Figure 1. Routed metal per tile.
15 x 22 tiles, from white (low) to dark blue (high), scaled to the fullest tile. Values are wire area over tile area, all layers added.
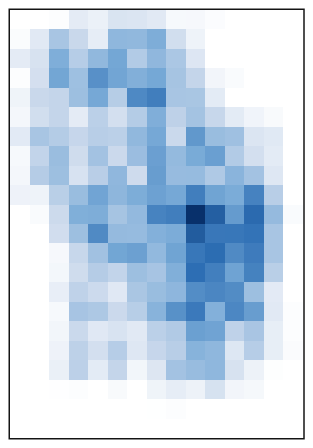
Figure 2. Selected gate families.
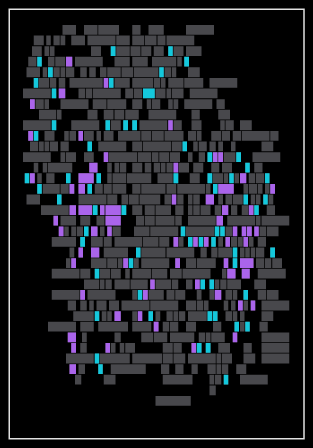
Figure 3. A small window of the routed layout.
Bar = 5 µm. Window x 28 to 48, y 67 to 87 µm. Cells in grey, sequential cells in the stronger grey; small squares are vias.
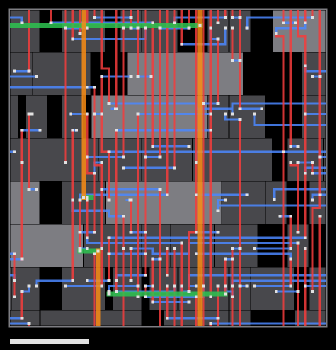
## src/rtl/keypad_pkg.sv

```systemverilog
// Shared definitions for the 4x4 keypad: key map, FSM states and named key codes.
package keypad_pkg;

  typedef enum logic [2:0] {
    StIdle,
    StBncP,
    StHold,
    StBncR,
    StGap
  } state_e;

  // Key code -> {row[1:0], col[1:0]}, entries listed from code F down to code 0.
  //   r0: 1 2 3 F   r1: 4 5 6 E   r2: 7 8 9 D   r3: A 0 B C
  localparam logic [15:0][3:0] KEY_MAP = {
    4'h3,  // F
    4'h7,  // E
    4'hB,  // D
    4'hF,  // C
    4'hE,  // B
    4'hC,  // A
    4'hA,  // 9
    4'h9,  // 8
    4'h8,  // 7
    4'h6,  // 6
    4'h5,  // 5
    4'h4,  // 4
    4'h2,  // 3
    4'h1,  // 2
    4'h0,  // 1
    4'hD   // 0
  };

  // Calculator function keys.
  localparam logic [3:0] KEY_OP_0  = 4'hF;
  localparam logic [3:0] KEY_OP_1  = 4'hE;
  localparam logic [3:0] KEY_OP_2  = 4'hD;
  localparam logic [3:0] KEY_OP_3  = 4'hC;
  localparam logic [3:0] KEY_CLEAR = 4'hA;
  localparam logic [3:0] KEY_EXEC  = 4'hB;

  function automatic logic [1:0] key_row(input logic [3:0] code);
    logic [3:0] rc;
    rc = KEY_MAP[code];
    return rc[3:2];
  endfunction

  function automatic logic [1:0] key_col(input logic [3:0] code);
    logic [3:0] rc;
    rc = KEY_MAP[code];
    return rc[1:0];
  endfunction

endpackage

```

## src/rtl/keypad_emulator_bounce_gen.sv

```systemverilog
// Contact-bounce timing: half-period counter plus pair counter. Reports the contact level
// for the next cycle and flags the final cycle of the pattern.
module bounce_gen #(
  parameter int unsigned BOUNCE_CYC = 4,
  parameter int unsigned BOUNCE_N   = 3
) (
  input  logic clk,
  input  logic reset,
  input  logic start,
  input  logic invert,     // 0: closed half first (press), 1: open half first (release)
  output logic level_nxt,
  output logic last
);

  localparam int unsigned CW = (BOUNCE_CYC > 1) ? $clog2(BOUNCE_CYC) : 1;
  localparam int unsigned PW = (BOUNCE_N > 1) ? $clog2(BOUNCE_N) : 1;

  logic [CW-1:0] cnt_q;
  logic [PW-1:0] pair_q;
  logic          half_q;
  logic          run_q;
  logic          half_end;
  logic          half_nxt;

  assign half_end  = run_q & (cnt_q == CW'(BOUNCE_CYC - 1));
  assign half_nxt  = half_end ? ~half_q : half_q;
  assign level_nxt = half_nxt ? invert : ~invert;
  assign last      = half_end & half_q & (pair_q == PW'(BOUNCE_N - 1));

  // Advance half-period and pair counters while a pattern is running.
  always_ff @(posedge clk) begin
    if (reset || start) begin
      cnt_q  <= '0;
      pair_q <= '0;
      half_q <= 1'b0;
      run_q  <= start & ~reset;
    end else if (run_q) begin
      if (last) begin
        cnt_q  <= '0;
        pair_q <= '0;
        half_q <= 1'b0;
        run_q  <= 1'b0;
      end else if (half_end) begin
        cnt_q  <= '0;
        half_q <= ~half_q;
        if (half_q) pair_q <= pair_q + 1'b1;
      end else begin
        cnt_q <= cnt_q + 1'b1;
      end
    end
  end

endmodule

```

## src/rtl/keypad_emulator.sv

```systemverilog
// Switch-matrix side of a 4x4 membrane keypad: closes the commanded key's contact (with
// bounce) so the scanner sees the row pulled low while it drives that key's column.
module keypad_emulator
  import keypad_pkg::*;
#(
  parameter int unsigned BOUNCE_CYC  = 4,
  parameter int unsigned BOUNCE_N    = 3,
  parameter int unsigned HOLD_SCANS  = 4,
  parameter int unsigned GAP_CYC     = 8,
  parameter int unsigned TIMEOUT_CYC = 1000000
) (
  input  logic       CLOCK_50,
  input  logic       reset,
  input  logic       press_req,
  input  logic [3:0] key_code,
  input  logic [3:0] cols_n,
  output logic [3:0] rows_n,
  output logic       busy,
  output logic       done,
  output logic       err
);

  localparam int unsigned SW = (HOLD_SCANS > 1) ? $clog2(HOLD_SCANS) : 1;
  localparam int unsigned TW = (TIMEOUT_CYC > 1) ? $clog2(TIMEOUT_CYC) : 1;
  localparam int unsigned GW = (GAP_CYC > 1) ? $clog2(GAP_CYC) : 1;

  state_e        state_q;
  logic          contact_q;
  logic [1:0]    row_q;
  logic [1:0]    col_q;
  logic [3:0]    cols_q;
  logic [SW-1:0] scan_q;
  logic [TW-1:0] to_q;
  logic [GW-1:0] gap_q;
  logic          busy_q;
  logic          done_q;
  logic          err_q;

  logic fall;
  logic scans_done;
  logic timed_out;
  logic hold_exit;
  logic bg_start;
  logic bg_invert;
  logic bg_level;
  logic bg_last;

  assign fall       = cols_q[col_q] & ~cols_n[col_q];
  assign scans_done = fall & (scan_q == SW'(HOLD_SCANS - 1));
  assign timed_out  = ~fall & (to_q == TW'(TIMEOUT_CYC - 1));
  assign hold_exit  = (state_q == StHold) & (scans_done | timed_out);
  assign bg_start   = ((state_q == StIdle) & press_req) | hold_exit;
  assign bg_invert  = (state_q != StBncP);

  bounce_gen #(
    .BOUNCE_CYC (BOUNCE_CYC),
    .BOUNCE_N   (BOUNCE_N)
  ) u_bounce_gen (
    .clk       (CLOCK_50),
    .reset     (reset),
    .start     (bg_start),
    .invert    (bg_invert),
    .level_nxt (bg_level),
    .last      (bg_last)
  );

  // Registered copy of the column drive for falling-edge detection.
  always_ff @(posedge CLOCK_50) begin
    if (reset) cols_q <= 4'hF;
    else       cols_q <= cols_n;
  end

  // Press-sequence FSM with registered contact and status outputs.
  always_ff @(posedge CLOCK_50) begin
    if (reset) begin
      state_q   <= StIdle;
      contact_q <= 1'b0;
      row_q     <= '0;
      col_q     <= '0;
      scan_q    <= '0;
      to_q      <= '0;
      gap_q     <= '0;
      busy_q    <= 1'b0;
      done_q    <= 1'b0;
      err_q     <= 1'b0;
    end else begin
      done_q <= 1'b0;
      unique case (state_q)
        StIdle: begin
          if (press_req) begin
            row_q     <= key_row(key_code);
            col_q     <= key_col(key_code);
            busy_q    <= 1'b1;
            err_q     <= 1'b0;
            contact_q <= 1'b1;
            scan_q    <= '0;
            to_q      <= '0;
            state_q   <= (BOUNCE_N == 0) ? StHold : StBncP;
          end
        end
        StBncP: begin
          if (bg_last) begin
            contact_q <= 1'b1;
            scan_q    <= '0;
            to_q      <= '0;
            state_q   <= StHold;
          end else begin
            contact_q <= bg_level;
          end
        end
        StHold: begin
          if (hold_exit) begin
            if (timed_out) err_q <= 1'b1;
            contact_q <= 1'b0;
            gap_q     <= '0;
            state_q   <= (BOUNCE_N == 0) ? StGap : StBncR;
          end else if (fall) begin
            scan_q <= scan_q + 1'b1;
            to_q   <= '0;
          end else begin
            to_q <= to_q + 1'b1;
          end
        end
        StBncR: begin
          if (bg_last) begin
            contact_q <= 1'b0;
            gap_q     <= '0;
            state_q   <= StGap;
          end else begin
            contact_q <= bg_level;
          end
        end
        StGap: begin
          if (gap_q == GW'(GAP_CYC - 1)) begin
            busy_q  <= 1'b0;
            done_q  <= 1'b1;
            state_q <= StIdle;
          end else begin
            gap_q <= gap_q + 1'b1;
          end
        end
        default: state_q <= StIdle;
      endcase
    end
  end

  // Zero-latency switch path: only the latched row follows the latched column.
  always_comb begin
    rows_n        = 4'hF;
    rows_n[row_q] = ~(contact_q & ~cols_n[col_q]);
  end

  assign busy = busy_q;
  assign done = done_q;
  assign err  = err_q;

endmodule

```

## config.mk

```make
export PLATFORM = sky130hd
export DESIGN_NAME = keypad_emulator
export DESIGN_NICKNAME = d
export VERILOG_FILES = /design/src/rtl/keypad_pkg.sv /design/src/rtl/keypad_emulator_bounce_gen.sv /design/src/rtl/keypad_emulator.sv
export SDC_FILE = /design/constraint.sdc
export NUM_CORES = 1
export LEC_CHECK = 0
export ABC_AREA = 1
export CAP_MARGIN = 0
export CORE_ASPECT_RATIO = 1.5
export CORE_MARGIN = 3
export CORE_UTILIZATION = 40
export DETAILED_ROUTE_END_ITERATION = 12
export PLACE_DENSITY = 0.66
export SYNTH_ARGS = -nofsm -noshare
export SYNTH_HDL_FRONTEND = slang
export SYNTH_SLANG_ARGS = --single-unit
```

## constraint.sdc

```tcl
create_clock -name CLOCK_50 -period 1.71 [get_ports CLOCK_50]
set_input_delay 0.4275 -clock CLOCK_50 [delete_from_list [all_inputs] [get_ports CLOCK_50]]
set_output_delay 0.4275 -clock CLOCK_50 [all_outputs]
set_load 0.05 [all_outputs]
```

==> ci_impl_report.md <==
## PnR job results

| Metric | Value |
|---|---|
| Failing checks | `negative setup slack` |
| First-pass GRT wire length | `12900 µm` |
| CTS max path bufs | `2` |
| Mapped Area | `0.00287 mm²` |
| Design area | `0.00406 mm²` |
| Static Leak | `1.75 nW` |
| Die width | `75.2 µm` |
| Critical Path AT | `1.43 ns` |
| Gate Area | `0.00201 mm²` |
| Sequential cell area share | `0.229` |
| Post-cts gate resize count | `39` |
| Required time worst endpoint | `1.28 ns` |
| Registers | `46` |
| Warning count from the yosys run | `0` |
| Ant diodes | `0` |
| Worst Setup Start Kind | `flop` |
| Dpl hpwl | `5530 µm` |
| Final hold violations | `0` |
| Final Slew Violations | `0` |
| Syn Inst Count | `441` |
| Largest cells by area after synthesis | `dfxtp_1, nand2_1, nand3_1` |
| Clock Sinks | `46` |
| Init Core Util | `0.417` |
| Synth Area in XOR/XNOR | `0.00609` |
| # Post-CTS Setup Buffers | `11` |
| Period minus WS final | `1.86 ns` |
| Complex Gates by Area | `0.106` |
| Yosys synthesis chip area | `0.00287 mm²` |
| Worst relative slew slack | `0.701` |
| Top-count cell post-synth | `nand2_1` |
| PnR worst setup slack | `-0.151 ns` |
| Top cell type's share of synthesized area | `0.320` |
| Simple Share, Synth | `0.435` |
| Placed cell count | `569` |
| Crit. End Element | `primary output` |
| DP Area | `0.00338 mm²` |
| DRC violations left | `0` |
| Layout cells sized above 1 | `0.350` |
| Slew of the pin with the lowest slew margin | `0.448 ns` |
| Antenna-violating nets left | `0` |
| Clk_lat worst skew | `0.31 ns` |
| Largest net degree at the start of global routing | `16` |
| CTS H-Tree Depth | `2` |
| Synth logic family | `simple AND/OR/NAND/NOR gates` |
| Post-synthesis sequential area ratio | `0.320` |
| Status | `finished, violations left` |
| Syn nets | `458` |
| Drt pass-1 iters | `5` |
| Via/cell ratio | `5.30` |
| Vias in the first global route | `2870` |
| Io pins | `18` |
| CTS clk-pin slew, worst paths | `0.08 ns` |
| Die area | `0.00826 mm²` |
| Synth cell count leaders | `nand2_1, inv_1, nor2_1, dfxtp_1, nand3_1` |
| Final setup fails | `26` |
| Max Cap Viol | `0` |
| Area grow syn2layout | `41.1%` |
| Initial antenna violation count | `0` |
| Core area | `0.00690 mm²` |
| Worst-case hold slack | `0.468 ns` |
| Asr flop ratio synth | `0` |
| Buffers excl. clock | `77` |
| PD cells | `1370 mW/mm²` |
| Port buffer count | `17` |
| Fmax | `537 MHz` |
| Worst setup path class | `flop to primary output` |
About Figure 1:
tiles over half the peak = 15%
nearly empty tiles = 28%
fullest tile = 0.69
wirelength, routed: 8630 µm
via count: 3172
GRT Util Overall: 0.199
wire per inst: 14.4 µm

About Figure 2:
cyan -> inv cells  # cells 65, most used inv_1
purple -> nor cells  # cells 67, most used nor2_1
post-route insts no fill: 598
Comb/total area: 0.496

About Figure 3:
orange -> M4
blue -> M1
red -> M2
green -> M3
sequential cells in the window = 4
netlist names of flops here include = `cols_q` (2)
most frequent = buf_4 (8), nand2_1 (6), dfxtp_1 (4)
cells with their middle in the window = 39

## metrics by stage
step,utilization,worst slack (ns),TNS (ns)
floorplan,-,0.0346,0
global placement,0.490,-0.294,-8.45
detailed placement,0.490,-0.334,-10.16
CTS,0.538,-0.107,-0.384
global route,0.588,-0.196,-4.30
finish,0.588,-0.151,-1.80
## report_power, final
part | internal (mW) | switching, mW
Combinational | 1.38 | 1.98
Clock | 0.409 | 0.384
Sequential | 1.25 | 0.144
## critical path, stage by stage, from the launching register on
cell	delay (ns)
dfxtp_4	0.41
inv_6	0.06
nand2_4	0.06
nand3_4	0.08
a21oi_4	0.24
nand3_2	0.12
buf_8	0.16
## layer usage
metal | wire length [µm] | global-route usage
met1 | 3190 | 0.214
met2 | 4820 | 0.365
met3 | 312 | 0.0311
met4 | 306 | 0.0963
met5 | 0 | 0
## cells in the final DEF (no fill, tap or decap), drive strengths merged
master / count
nand2: 123
nor4: 1
nand3: 52
ha: 6
o21bai: 2
buf: 67
nor3: 13
dlygate4sd2: 4
nand3b: 1
o21ai: 12
clkdlybuf4s50: 6
a211oi: 1
a21boi: 1
nand4: 14
inv: 65
xor2: 2
or2: 9
o22ai: 2
a21oi: 30
o2111ai: 1
dfxtp: 46
clkbuf: 8
nor2: 53
a31oi: 1
## sequential cells by signal, summed over array words and instances, names as in the netlist
register	flops
scan_q	2
contact_q	1
err	1
done	1
u_bounce_gen.cnt_q	2
u_bounce_gen.pair_q	2
state_q	3
gap_q	3
u_bounce_gen.run_q	1
row_q	2
busy	1
u_bounce_gen.half_q	1
cols_q	4
to_q	20
col_q	2
## worst paths after layout
check              end  slack (ns)      from  depth (start not counted)
max          rows_n[2]       -0.15  col_q[0]                          6
min                err        0.47       err                          2
max reg2reg    to_q[3]       -0.11  col_q[0]                         13
min reg2reg        err        0.47       err                          2
Power and IR drop assume default switching activity.
